### src/rtl/seq_divider_8.sv
// Multi-cycle 8-bit restoring divider, one quotient bit per clock, unsigned or signed.
// Signed operands are divided as magnitudes and the signs are restored at the end.
module seq_divider_8 (
    input  logic       clk,
    input  logic       rst_n,
    input  logic       start,
    input  logic       signed_mode,
    input  logic [7:0] dividend,
    input  logic [7:0] divisor,
    output logic       busy,
    output logic       done,
    output logic [7:0] quotient,
    output logic [7:0] remainder,
    output logic       div_by_zero,
    output logic       overflow
);

    typedef enum logic [1:0] {
        S_IDLE = 2'd0,
        S_CALC = 2'd1,
        S_FIX  = 2'd2
    } state_t;

    state_t     r_state;
    logic [8:0] r_acc;
    logic [7:0] r_q;
    logic [7:0] r_dvs;
    logic [7:0] r_dvd_raw;
    logic [2:0] r_count;
    logic       r_q_neg;
    logic       r_r_neg;
    logic       r_zero;
    logic       r_ovf;

    logic [7:0] w_dvd_mag;
    logic [7:0] w_dvs_mag;
    logic [8:0] w_acc_sh;
    logic [9:0] w_trial;
    logic       w_no_borrow;

    // Operand magnitudes; |8'h80| is 128, which the unsigned datapath handles directly.
    always_comb begin
        w_dvd_mag = dividend;
        w_dvs_mag = divisor;
        if (signed_mode && dividend[7]) begin
            w_dvd_mag = 8'd0 - dividend;
        end else begin
            w_dvd_mag = dividend;
        end
        if (signed_mode && divisor[7]) begin
            w_dvs_mag = 8'd0 - divisor;
        end else begin
            w_dvs_mag = divisor;
        end
    end

    // One restoring step: shift in the next dividend bit, trial-subtract; carry out means no borrow.
    always_comb begin
        w_acc_sh    = {r_acc[7:0], r_q[7]};
        w_trial     = {1'b0, w_acc_sh} + {1'b0, ~{1'b0, r_dvs}} + 10'd1;
        w_no_borrow = w_trial[9];
    end

    // Control FSM with registered result and handshake outputs.
    always_ff @(posedge clk) begin
        if (!rst_n) begin
            r_state     <= S_IDLE;
            r_acc       <= 9'd0;
            r_q         <= 8'd0;
            r_dvs       <= 8'd0;
            r_dvd_raw   <= 8'd0;
            r_count     <= 3'd0;
            r_q_neg     <= 1'b0;
            r_r_neg     <= 1'b0;
            r_zero      <= 1'b0;
            r_ovf       <= 1'b0;
            busy        <= 1'b0;
            done        <= 1'b0;
            quotient    <= 8'd0;
            remainder   <= 8'd0;
            div_by_zero <= 1'b0;
            overflow    <= 1'b0;
        end else begin
            case (r_state)
                S_IDLE: begin
                    done <= 1'b0;
                    if (start) begin
                        busy      <= 1'b1;
                        r_dvd_raw <= dividend;
                        if (divisor == 8'd0) begin
                            r_zero  <= 1'b1;
                            r_state <= S_FIX;
                        end else begin
                            r_zero      <= 1'b0;
                            r_q         <= w_dvd_mag;
                            r_dvs       <= w_dvs_mag;
                            r_q_neg     <= signed_mode & (dividend[7] ^ divisor[7]);
                            r_r_neg     <= signed_mode & dividend[7];
                            r_ovf       <= signed_mode && (dividend == 8'h80) && (divisor == 8'hFF);
                            r_acc       <= 9'd0;
                            r_count     <= 3'd7;
                            div_by_zero <= 1'b0;
                            overflow    <= 1'b0;
                            r_state     <= S_CALC;
                        end
                    end else begin
                        busy <= 1'b0;
                    end
                end
                S_CALC: begin
                    if (w_no_borrow) begin
                        r_acc <= w_trial[8:0];
                    end else begin
                        r_acc <= w_acc_sh;
                    end
                    r_q     <= {r_q[6:0], w_no_borrow};
                    r_count <= r_count - 3'd1;
                    if (r_count == 3'd0) begin
                        r_state <= S_FIX;
                    end else begin
                        r_state <= S_CALC;
                    end
                end
                S_FIX: begin
                    busy    <= 1'b0;
                    done    <= 1'b1;
                    r_state <= S_IDLE;
                    if (r_zero) begin
                        quotient    <= 8'hFF;
                        remainder   <= r_dvd_raw;
                        div_by_zero <= 1'b1;
                        overflow    <= 1'b0;
                    end else begin
                        quotient    <= r_q_neg ? (8'd0 - r_q) : r_q;
                        remainder   <= r_r_neg ? (8'd0 - r_acc[7:0]) : r_acc[7:0];
                        div_by_zero <= 1'b0;
                        overflow    <= r_ovf;
                    end
                end
                default: begin
                    r_state <= S_IDLE;
                    busy    <= 1'b0;
                    done    <= 1'b0;
                end
            endcase
        end
    end

endmodule

### config.mk
export PLATFORM = sky130hd
export DESIGN_NAME = seq_divider_8
export DESIGN_NICKNAME = d
export VERILOG_FILES = /design/src/rtl/seq_divider_8.sv
export SDC_FILE = /design/constraint.sdc
export NUM_CORES = 1
export LEC_CHECK = 0
export CAP_MARGIN = 20
export CORE_UTILIZATION = 51
export CTS_CLUSTER_SIZE = 8
export DETAILED_ROUTE_END_ITERATION = 12
export GPL_ROUTABILITY_DRIVEN = 0
export HOLD_SLACK_MARGIN = 0.08
export PLACE_DENSITY_LB_ADDON = 0.08
export SETUP_SLACK_MARGIN = 0.02
export SYNTH_ARGS = -nofsm -noshare
export SYNTH_HDL_FRONTEND = slang
export SYNTH_SLANG_ARGS = --single-unit
### constraint.sdc
create_clock -name clk -period 1.71 [get_ports clk]
set_clock_uncertainty 0.05 [all_clocks]
set_input_delay 0.342 -clock clk [delete_from_list [all_inputs] [get_ports clk]]
set_output_delay 0.342 -clock clk [all_outputs]
set_load 0.1 [all_outputs]
Figure 1. Met1 routing (run 1).
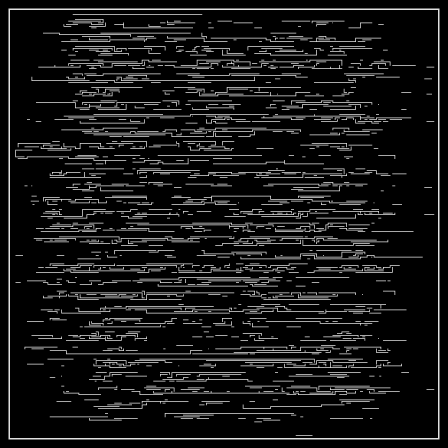
- main direction: horizontal
- longest straight run: 35.0 um
- wire length on this layer: 4470 um
routed wire length: 10060 um
DR vias: 3614

Figure 2. Signal wires on met2 (run 1).
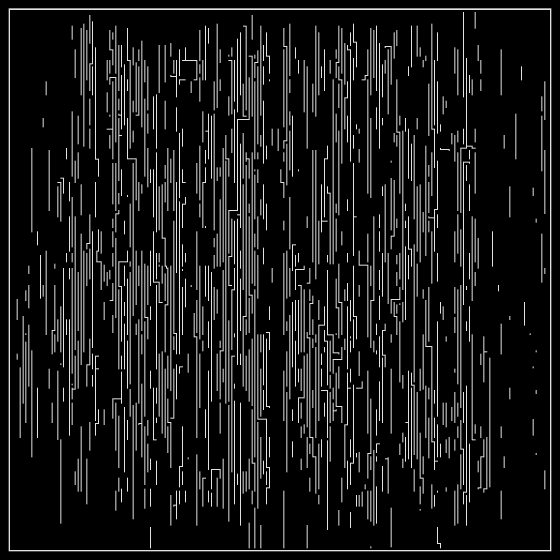
- share of all routed wire: 49%
- wire length on this layer: 4910 um
- nets with wire on the layer: 505
- longest straight run: 38.4 um
- main direction: vertical
GRT met2 Usage: 0.4989

Figure 3. Metal 3 (run 1).
The bar under the picture is 20 um long.
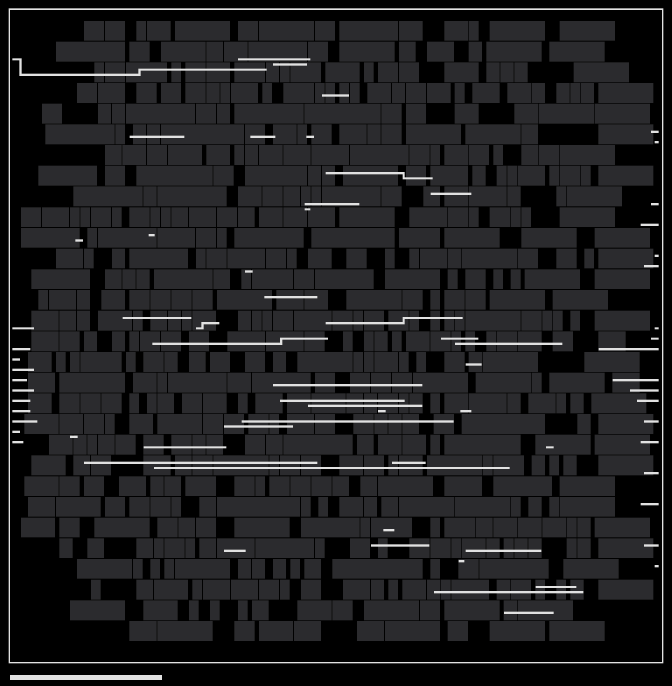
- nets with wire on the layer: 58
- share of all routed wire: 4.6%
met3 usage: 0.03946

==> qor.rpt, run 1 <==
ROUTE
-----------------------------------------------------------------------------------------------------------------
Sum of met3 wire segment lengths after detailed routing                                                    460 um
Top metal layer carrying routed signals                                                                      met4
Drt via density                                                                                             5.509
Sum of met2 wire segment lengths after detailed routing                                                   4913 um
Remaining number of nets flagged by the antenna check after routing                                             0

CRITICAL PATH
-----------------------------------------------------------------------------------------------------------------
Arrival @ worst endpoint                                                                                  2.13 ns
Start point of the critical path                                                                           r_q[7]
Count of buffer and inverter cells on the critical path                                                         2
CP endpoint                                                                                              r_acc[1]
Cell class contributing the biggest share of worst-path delay                                        AND-OR/OR-AND gates
Capturing point of the worst reg2reg path                                                                r_acc[1]
Crit Path Class                                                                                        reg -> reg
Launch point of the worst reg-to-reg path                                                                  r_q[7]
Crit path depth                                                                                                 8
Depth of the most critical reg-to-reg path                                                                      8

FINAL TIMING
-----------------------------------------------------------------------------------------------------------------
Final setup violation count                                                                                    10
Transition time at the pin with the least slew margin                                                   0.8459 ns
Count of endpoints failing hold in the final timing report                                                      0
Max Clk Rate                                                                                           0.5307 GHz
RSZ-0062 raised after global routing                                                                          yes
Final worst setup slack                                                                                -0.1743 ns
Final Critical Period                                                                                    1.884 ns

CELLS AND AREA
-----------------------------------------------------------------------------------------------------------------
Share of layout cells above drive strength 1                                                               0.3536
Flop share of the area                                                                                     0.2268
Most used logic cell in the final layout                                                             sky130_fd_sc_hd__buf_4
Non-clock buffer area fraction after layout                                                                0.2403
Clock network area share                                                                                  0.05126
Flip-flops                                                                                                     61
Sequential cell area                                                                                 0.001240 mm^2
Number of standard cells in the layout, taps in and fillers out                                               656

PWR
-----------------------------------------------------------------------------------------------------------------
Reported leakage power                                                                                   2.294 nW
Clock network power                                                                                       1.81 mW
Switching part of the total power                                                                          0.3010
Top power consumer group                                                                             combinational cells
Maximum resistive drop on vdd                                                                           0.6007 mV
Share of power burned in registers                                                                          0.309

CLOCK TREE
-----------------------------------------------------------------------------------------------------------------
Root buffer selected by CTS                                                                          sky130_fd_sc_hd__clkbuf_8
Insertion delay of the later-clocked pin in the worst-skew pair                                           0.35 ns
Hold buffer count at CTS                                                                                        0
Maximum root-to-sink buffer count                                                                               2
Cell resize tally after clock tree synthesis                                                                   37
Maximum level of the CTS H-tree                                                                                 3

SYNTH
-----------------------------------------------------------------------------------------------------------------
Number of unique standard cell types used by synthesis                                                         64
Floorplan Nets                                                                                                480
Xor/xnor share                                                                                            0.05882
Top cell type's share of synthesized area                                                                  0.3417
Total cell area reported by yosys after synthesis                                                    0.003573 mm^2
Area fraction in mux cells                                                                                0.02801
Cell type with the highest aggregate area in the netlist                                             sky130_fd_sc_hd__dfxtp_1
Instance tally after logic synthesis                                                                          444
Arithmetic-cell share of the synthesized area counting full adders, half adders and majority gates        0.05812
Most numerous cell types in the synthesized netlist                                                  72 x sky130_fd_sc_hd__nand2_1, 61 x sky130_fd_sc_hd__dfxtp_1, 27 x sky130_fd_sc_hd__nor2_1

PLACE
-----------------------------------------------------------------------------------------------------------------
Cell Count Post-Placement                                                                                     628
Post-Place Setup Slack                                                                                 -0.5134 ns
Total cell area at the placement stage                                                               0.004846 mm^2

FLOW RUN
-----------------------------------------------------------------------------------------------------------------
# Max-Cap Violations                                                                                            0

GLOBAL ROUTE
-----------------------------------------------------------------------------------------------------------------
Final global-route overflow total                                                                               0
Global routing's busiest layer                                                                               met2
Antenna violations before repair                                                                                0
Met1 Resource Use GR                                                                                       0.3635
Maximum number of pins on one net before global-route repair                                                   26

STATUS
-----------------------------------------------------------------------------------------------------------------
Violations in the final reports                                                                      negative setup slack
Outcome                                                                                              complete, but fails checks

MIN PATH
-----------------------------------------------------------------------------------------------------------------
Worst min-delay path endpoint                                                                          r_count[2]
Worst hold path startpoint                                                                                  rst_n

FLOORPLANNING
-----------------------------------------------------------------------------------------------------------------
Placeable core region                                                                                0.006794 mm^2
Floorplan die width                                                                                      85.71 um
Inserted tap cell count                                                                                        96

## Run 2: what changed since run 1
- CAP_MARGIN: 20 -> 0
==> run 2 against run 1 <==
Compared with the run above: the flow still finishes with violations (negative setup slack); flip-flop count did not move; die size unchanged; first-iteration DRC count did not move; cell count is the same; sequential power hardly changed; routed wire length unchanged; maximum frequency unchanged; largest power group unchanged.
==> qor.rpt, run 2 <==
SYNTH
-----------------------------------------------------------------------------------------------------------------
AND-OR/OR-AND share of the synthesized area                                                                0.2199
Total cell area reported by yosys after synthesis                                                    0.003573 mm^2
Number of unique standard cell types used by synthesis                                                         64
Most used standard cell by instance count after synthesis                                            sky130_fd_sc_hd__nand2_1
Cell type with the highest aggregate area in the netlist                                             sky130_fd_sc_hd__dfxtp_1
Share of synthesized area occupied by flip-flops and latches                                               0.3417
Count of state elements after synthesis                                                                        61
Arithmetic-cell share of the synthesized area counting full adders, half adders and majority gates        0.05812
Dominant register cell                                                                               sky130_fd_sc_hd__dfxtp_1
Instance tally after logic synthesis                                                                          444
Floorplan Nets                                                                                                480
Most numerous cell types in the synthesized netlist                                                  72 x sky130_fd_sc_hd__nand2_1, 61 x sky130_fd_sc_hd__dfxtp_1, 27 x sky130_fd_sc_hd__nor2_1
Yosys cell count                                                                                              444
Top cell type's share of synthesized area                                                                  0.3417
Synth top area cells                                                                                 sky130_fd_sc_hd__dfxtp_1 34%, sky130_fd_sc_hd__nand2_1 7.6%, sky130_fd_sc_hd__ha_1 5.3%
EDFF count, synth                                                                                               0
Area fraction in mux cells                                                                                0.02801
Yosys warnings                                                                                                  0
Async set-or-reset flop fraction in the synthesized netlist                                                     0
Xor/xnor share                                                                                            0.05882
Area fraction in and, or, nand and nor cells                                                               0.2339
Mean area per synthesized cell                                                                         8.048 um^2

ROUTE
-----------------------------------------------------------------------------------------------------------------
Remaining number of nets flagged by the antenna check after routing                                             0
Top metal layer carrying routed signals                                                                      met4
Sum of met3 wire segment lengths after detailed routing                                                    460 um
Sum of met2 wire segment lengths after detailed routing                                                   4913 um
Drt drc                                                                                                         0
Number of iterations in the first detailed-routing pass                                                         4
Routed wire length                                                                                       10060 um
Drt via density                                                                                             5.509
Routed length on met1                                                                                     4474 um
DR vias                                                                                                      3614
Count of routing violations after the opening detailed-route iteration                                        251

FLOORPLANNING
-----------------------------------------------------------------------------------------------------------------
Number of rows created at floorplan                                                                            30
Total die area                                                                                       0.007345 mm^2
Inserted tap cell count                                                                                        96
Placeable core region                                                                                0.006794 mm^2
Floorplan die width                                                                                      85.71 um
Total I/O pin count                                                                                            40
Vertical extent of the die                                                                               85.71 um
Floorplan-stage core utilization                                                                           0.5260

CLOCK TREE
-----------------------------------------------------------------------------------------------------------------
Number of buffers created by CTS                                                                                9
TritonCTS clock tree                                                                                        built
Root buffer selected by CTS                                                                          sky130_fd_sc_hd__clkbuf_8
Maximum root-to-sink buffer count                                                                               2
Setup bufs post-CTS                                                                                             5
Cell resize tally after clock tree synthesis                                                                   37
Clk sinks                                                                                                      61
Reg clk slew, reported paths                                                                              0.07 ns
Maximum level of the CTS H-tree                                                                                 3
Hold buffer count at CTS                                                                                        0
Insertion delay of the later-clocked pin in the worst-skew pair                                           0.35 ns

MIN PATH
-----------------------------------------------------------------------------------------------------------------
Hold/Removal Path Class                                                                                 in -> reg
Number of cells on the worst hold path                                                                          2
Worst min-delay path endpoint                                                                          r_count[2]
Worst hold path startpoint                                                                                  rst_n

FINAL TIMING
-----------------------------------------------------------------------------------------------------------------
Setup TNS                                                                                               -1.082 ns
Final setup violation count                                                                                    10
Final Critical Period                                                                                    1.884 ns
Transition time at the pin with the least slew margin                                                   0.8459 ns
Worst rel slew slack                                                                                       0.4353
RSZ-0062 raised after global routing                                                                          yes
Final worst hold slack                                                                                  0.2773 ns
Final Slew Violations                                                                                           0
Final worst setup slack                                                                                -0.1743 ns
Period utilization                                                                                          1.102
Max Clk Rate                                                                                           0.5307 GHz
Count of endpoints failing hold in the final timing report                                                      0

CRITICAL PATH
-----------------------------------------------------------------------------------------------------------------
Crit Path Class                                                                                        reg -> reg
Crit path depth                                                                                                 8
Cell class contributing the biggest share of worst-path delay                                        AND-OR/OR-AND gates
Launch point of the worst reg-to-reg path                                                                  r_q[7]
Start point of the critical path                                                                           r_q[7]
CP endpoint                                                                                              r_acc[1]
Count of buffer and inverter cells on the critical path                                                         2
Data required time at the worst endpoint                                                                  1.95 ns
Capturing point of the worst reg2reg path                                                                r_acc[1]
Sort of element at the end of the critical path                                                          register
Depth of the most critical reg-to-reg path                                                                      8
Sort of element at the start of the critical path                                                        register
Setup slack of the worst register-to-register path                                                       -0.17 ns
Slowest CP cell                                                                                      sky130_fd_sc_hd__dfxtp_2
Critical-path maximum fanout                                                                                    6
Delay contributed by the slowest stage of the critical path                                               0.34 ns
Arrival @ worst endpoint                                                                                  2.13 ns

CELLS AND AREA
-----------------------------------------------------------------------------------------------------------------
Final net count                                                                                               591
Number of standard cells in the layout, taps in and fillers out                                               656
Post-layout instance area                                                                            0.005468 mm^2
Flop share of the area                                                                                     0.2268
Number of antenna diodes                                                                                        0
Non-clock buffer area fraction after layout                                                                0.2403
Sequential cell area                                                                                 0.001240 mm^2
Clock network area share                                                                                  0.05126
Fraction of area in multi-input gates                                                                      0.4419
Flip-flops                                                                                                     61
Area growth syn-to-layout                                                                                  53.01%
CLK BUF                                                                                                        11
Logic area                                                                                           0.002416 mm^2
Largest area class, layout                                                                           multi-input combinational cells
Final-layout fill cell count                                                                                  420
Share of layout cells above drive strength 1                                                               0.3536
Commonest cells after routing, fill and taps aside                                                   82 x sky130_fd_sc_hd__buf_4, 69 x sky130_fd_sc_hd__nand2_1, 46 x sky130_fd_sc_hd__dfxtp_1
Number of inverters outside the clock class in the layout                                                      26
Signal buffers                                                                                                125
Number of multi-input combinational cells                                                                     332
Most used logic cell in the final layout                                                             sky130_fd_sc_hd__buf_4

PWR
-----------------------------------------------------------------------------------------------------------------
Clock share of power                                                                                        0.341
Reported combinational group power                                                                        1.85 mW
Switching part of the total power                                                                          0.3010
Logic pwr share                                                                                             0.349
Switching power summed over all nets                                                                     1.592 mW
Clock network power                                                                                       1.81 mW
Power per standard cell area                                                                         967.7 mW/mm^2
Internal cell power                                                                                      3.698 mW
Top power consumer group                                                                             combinational cells
Share of power burned in registers                                                                          0.309
Reported leakage power                                                                                   2.294 nW
Design Power                                                                                             5.291 mW
Maximum resistive drop on vdd                                                                           0.6007 mV
Sequential logic power                                                                                    1.64 mW

PLACE
-----------------------------------------------------------------------------------------------------------------
Total cell area at the placement stage                                                               0.004846 mm^2
Post-Place Setup Slack                                                                                 -0.5134 ns
DP Wirelength                                                                                             7037 um
Cell Count Post-Placement                                                                                     628
Quantity of I/O buffers inserted on ports                                                                      39

GLOBAL ROUTE
-----------------------------------------------------------------------------------------------------------------
Global-route wire length before repair                                                                   16530 um
Final global-route overflow total                                                                               0
Maximum number of pins on one net before global-route repair                                                   26
Antenna violations before repair                                                                                0
Number of global-route vias before repair                                                                    3481
Met3 usage                                                                                                0.03946
Global routing's busiest layer                                                                               met2
GRT met2 Usage                                                                                             0.4989

FLOW RUN
-----------------------------------------------------------------------------------------------------------------
# Max-Cap Violations                                                                                            0
Total tool warning count                                                                                       31

STATUS
-----------------------------------------------------------------------------------------------------------------
Outcome                                                                                              complete, but fails checks
Violations in the final reports                                                                      negative setup slack

Figure 4. Metal 3 (run 2).
The bar under the picture is 20 um long.
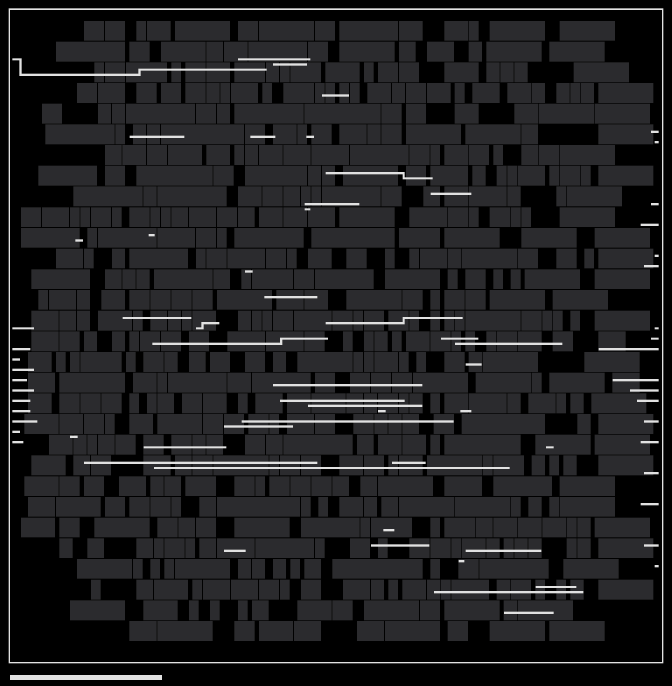
- nets with wire on the layer: 58
- main direction: horizontal
- wire length on this layer: 461 um

Figure 5. Routing congestion map (run 2).
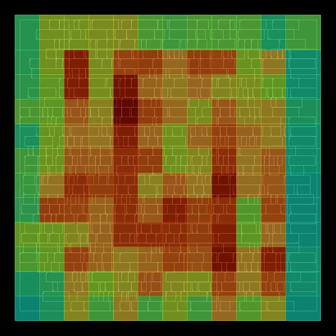
post-route core utilization: 0.8048
overall fraction of global-route tracks in use: 0.2889
met1 Resource Use GR: 0.3635
mean routed wirelength per cell: 15.33 um

Figure 6. Signal wires on met2 (run 2).
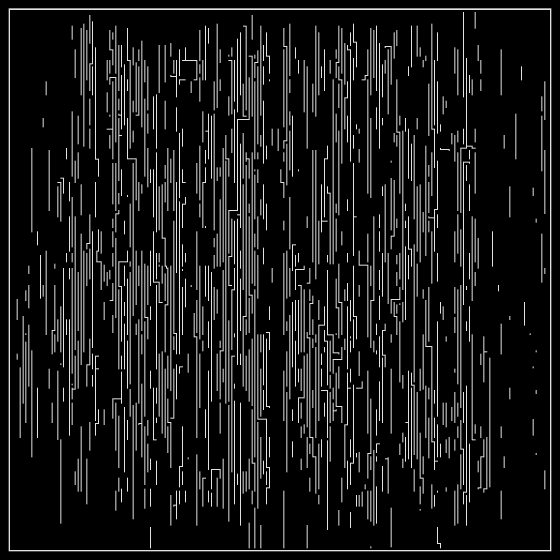
- wire length on this layer: 4910 um
- nets with wire on the layer: 505
- main direction: vertical

## Run 3: what changed since run 2
--- a/constraint.sdc
+++ b/constraint.sdc
@@ -4,2 +4,2 @@
 set_output_delay 0.342 -clock clk [all_outputs]
-set_load 0.1 [all_outputs]
+set_load 0.005 [all_outputs]
==> run 3 against run 2 <==
Compared with the run above: the flow still finishes with violations (negative setup slack); combinational power is 5% lower; setup slack worse by 0.045 ns; cell count is 0.76% lower; synthesized cell count stayed put; total power is 11% lower; die size stayed put; routed wire length is 2.7% lower; sequential power hardly changed; flip-flop count stayed put; critical path type unchanged; highest routed layer unchanged.
==> qor.rpt, run 3 <==
PWR
-------------------------------------------------------------------------------------
Internal cell power                                                          3.186 mW
Switching power summed over all nets                                         1.541 mW
Share of power burned in registers                                              0.344
Clock share of power                                                            0.285
Logic pwr share                                                                 0.371
Clock network power                                                           1.35 mW
Reported combinational group power                                            1.75 mW
Design Power                                                                 4.727 mW

SYNTH
-------------------------------------------------------------------------------------
Most numerous cell types in the synthesized netlist                      72 x sky130_fd_sc_hd__nand2_1, 61 x sky130_fd_sc_hd__dfxtp_1, 27 x sky130_fd_sc_hd__nor2_1
Top cell type's share of synthesized area                                      0.3417
EDFF count, synth                                                                   0
Synth top area cells                                                     sky130_fd_sc_hd__dfxtp_1 34%, sky130_fd_sc_hd__nand2_1 7.6%, sky130_fd_sc_hd__ha_1 5.3%
Area fraction in mux cells                                                    0.02801
Total cell area reported by yosys after synthesis                        0.003573 mm^2
AND-OR/OR-AND share of the synthesized area                                    0.2199
Cell type with the highest aggregate area in the netlist                 sky130_fd_sc_hd__dfxtp_1
Dominant register cell                                                   sky130_fd_sc_hd__dfxtp_1
Count of state elements after synthesis                                            61

CLOCK TREE
-------------------------------------------------------------------------------------
Reg clk slew, reported paths                                                  0.08 ns
Clk sinks                                                                          61
Hold buffer count at CTS                                                            0
Insertion delay of the later-clocked pin in the worst-skew pair               0.35 ns
TritonCTS clock tree                                                            built
Root buffer selected by CTS                                              sky130_fd_sc_hd__clkbuf_8
Maximum root-to-sink buffer count                                                   2
Cell resize tally after clock tree synthesis                                       23
Number of buffers created by CTS                                                    9
Setup bufs post-CTS                                                                 1

CELLS AND AREA
-------------------------------------------------------------------------------------
Final net count                                                                   586
Post-route core utilization                                                    0.7554
Flip-flops                                                                         61
CLK BUF                                                                            10
Post-layout instance area                                                0.005132 mm^2
Number of multi-input combinational cells                                         332
Number of antenna diodes                                                            0
Number of standard cells in the layout, taps in and fillers out                   651
Logic area                                                               0.002401 mm^2
Most used logic cell in the final layout                                 sky130_fd_sc_hd__buf_4
Flop share of the area                                                         0.2409
Final-layout fill cell count                                                      515
Area growth syn-to-layout                                                      43.63%
Clock network area share                                                      0.04022
Fraction of area in multi-input gates                                          0.4678
Largest area class, layout                                               multi-input combinational cells

FINAL TIMING
-------------------------------------------------------------------------------------
Count of endpoints failing hold in the final timing report                          0
Max Clk Rate                                                               0.5184 GHz
Final worst setup slack                                                    -0.2190 ns
Final Slew Violations                                                               0
Setup TNS                                                                   -1.007 ns
RSZ-0062 raised after global routing                                              yes
Period utilization                                                              1.128
Worst rel slew slack                                                           0.4284
Final setup violation count                                                         9
Transition time at the pin with the least slew margin                       0.8563 ns
Final worst hold slack                                                      0.2741 ns

FLOORPLANNING
-------------------------------------------------------------------------------------
Inserted tap cell count                                                            96
Floorplan-stage core utilization                                               0.5260
Vertical extent of the die                                                   85.71 um
Total I/O pin count                                                                40
Total die area                                                           0.007345 mm^2
Placeable core region                                                    0.006794 mm^2

ROUTE
-------------------------------------------------------------------------------------
Remaining number of nets flagged by the antenna check after routing                 0
Number of iterations in the first detailed-routing pass                             5
Count of routing violations after the opening detailed-route iteration            177
Top metal layer carrying routed signals                                          met4
Sum of met3 wire segment lengths after detailed routing                        340 um
Drt drc                                                                             0
Sum of met2 wire segment lengths after detailed routing                       4700 um
Routed length on met1                                                         4569 um
Mean routed wirelength per cell                                              15.03 um

FLOW RUN
-------------------------------------------------------------------------------------
Total tool warning count                                                           31
# Max-Cap Violations                                                                0

CRITICAL PATH
-------------------------------------------------------------------------------------
Start point of the critical path                                             r_dvs[2]
Data required time at the worst endpoint                                      1.90 ns
Sort of element at the end of the critical path                              register
Setup slack of the worst register-to-register path                           -0.22 ns
Critical-path maximum fanout                                                        2
Crit path depth                                                                     8
Capturing point of the worst reg2reg path                                    r_acc[6]
Launch point of the worst reg-to-reg path                                    r_dvs[2]

GLOBAL ROUTE
-------------------------------------------------------------------------------------
Final global-route overflow total                                                   0
Global-route wire length before repair                                       16050 um
Maximum number of pins on one net before global-route repair                       28
Met3 usage                                                                    0.04139

MIN PATH
-------------------------------------------------------------------------------------
Number of cells on the worst hold path                                              2
Worst min-delay path endpoint                                                r_dvs[3]
Hold/Removal Path Class                                                     in -> reg
Worst hold path startpoint                                                      rst_n

PLACE
-------------------------------------------------------------------------------------
Quantity of I/O buffers inserted on ports                                          39
Post-Place Setup Slack                                                     -0.5100 ns
Cell Count Post-Placement                                                         629
Total cell area at the placement stage                                   0.004653 mm^2
DP Wirelength                                                                 6907 um

STATUS
-------------------------------------------------------------------------------------
Violations in the final reports                                          negative setup slack
Outcome                                                                  complete, but fails checks

Figure 7. Signal wires on met2 (run 3).
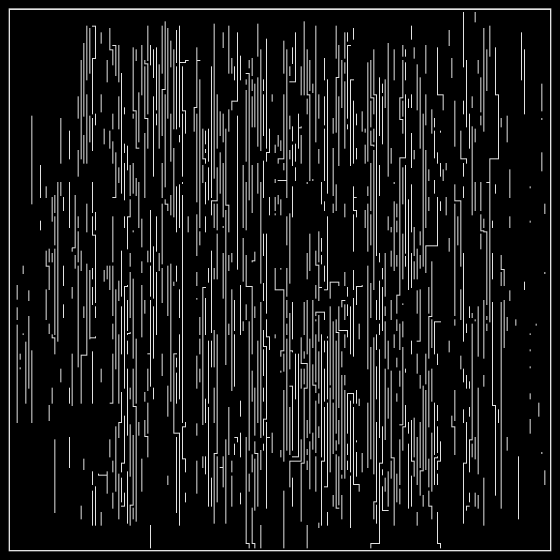
- share of all routed wire: 48%
- longest straight run: 36.0 um
- nets with wire on the layer: 498
GRT met2 Usage: 0.4618
routed wire length: 9783 um
DR vias: 3569

Figure 8. Metal 3 (run 3).
The bar under the picture is 20 um long.
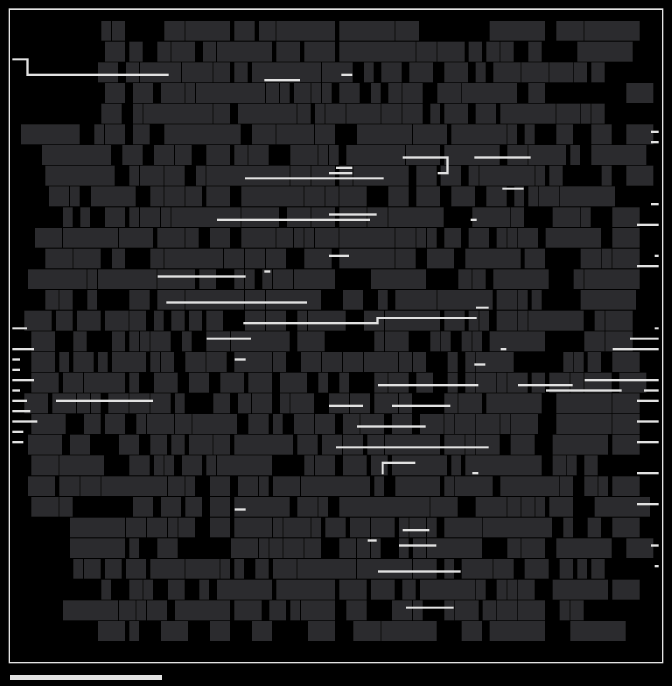
- nets with wire on the layer: 56
- share of all routed wire: 3.5%
- main direction: horizontal

Figure 9. Met4 routing (run 3).
The bar under the picture is 20 um long.
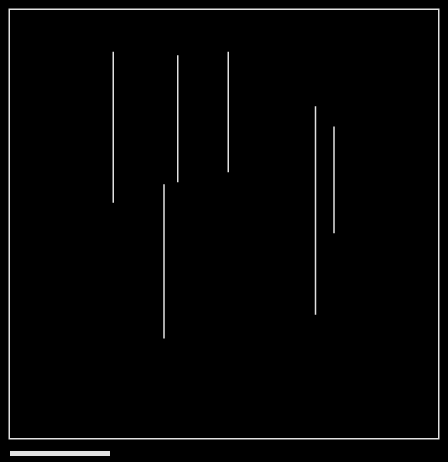
- share of all routed wire: 1.8%
- longest straight run: 41.5 um

Power is estimated from default activity; no workload was simulated.
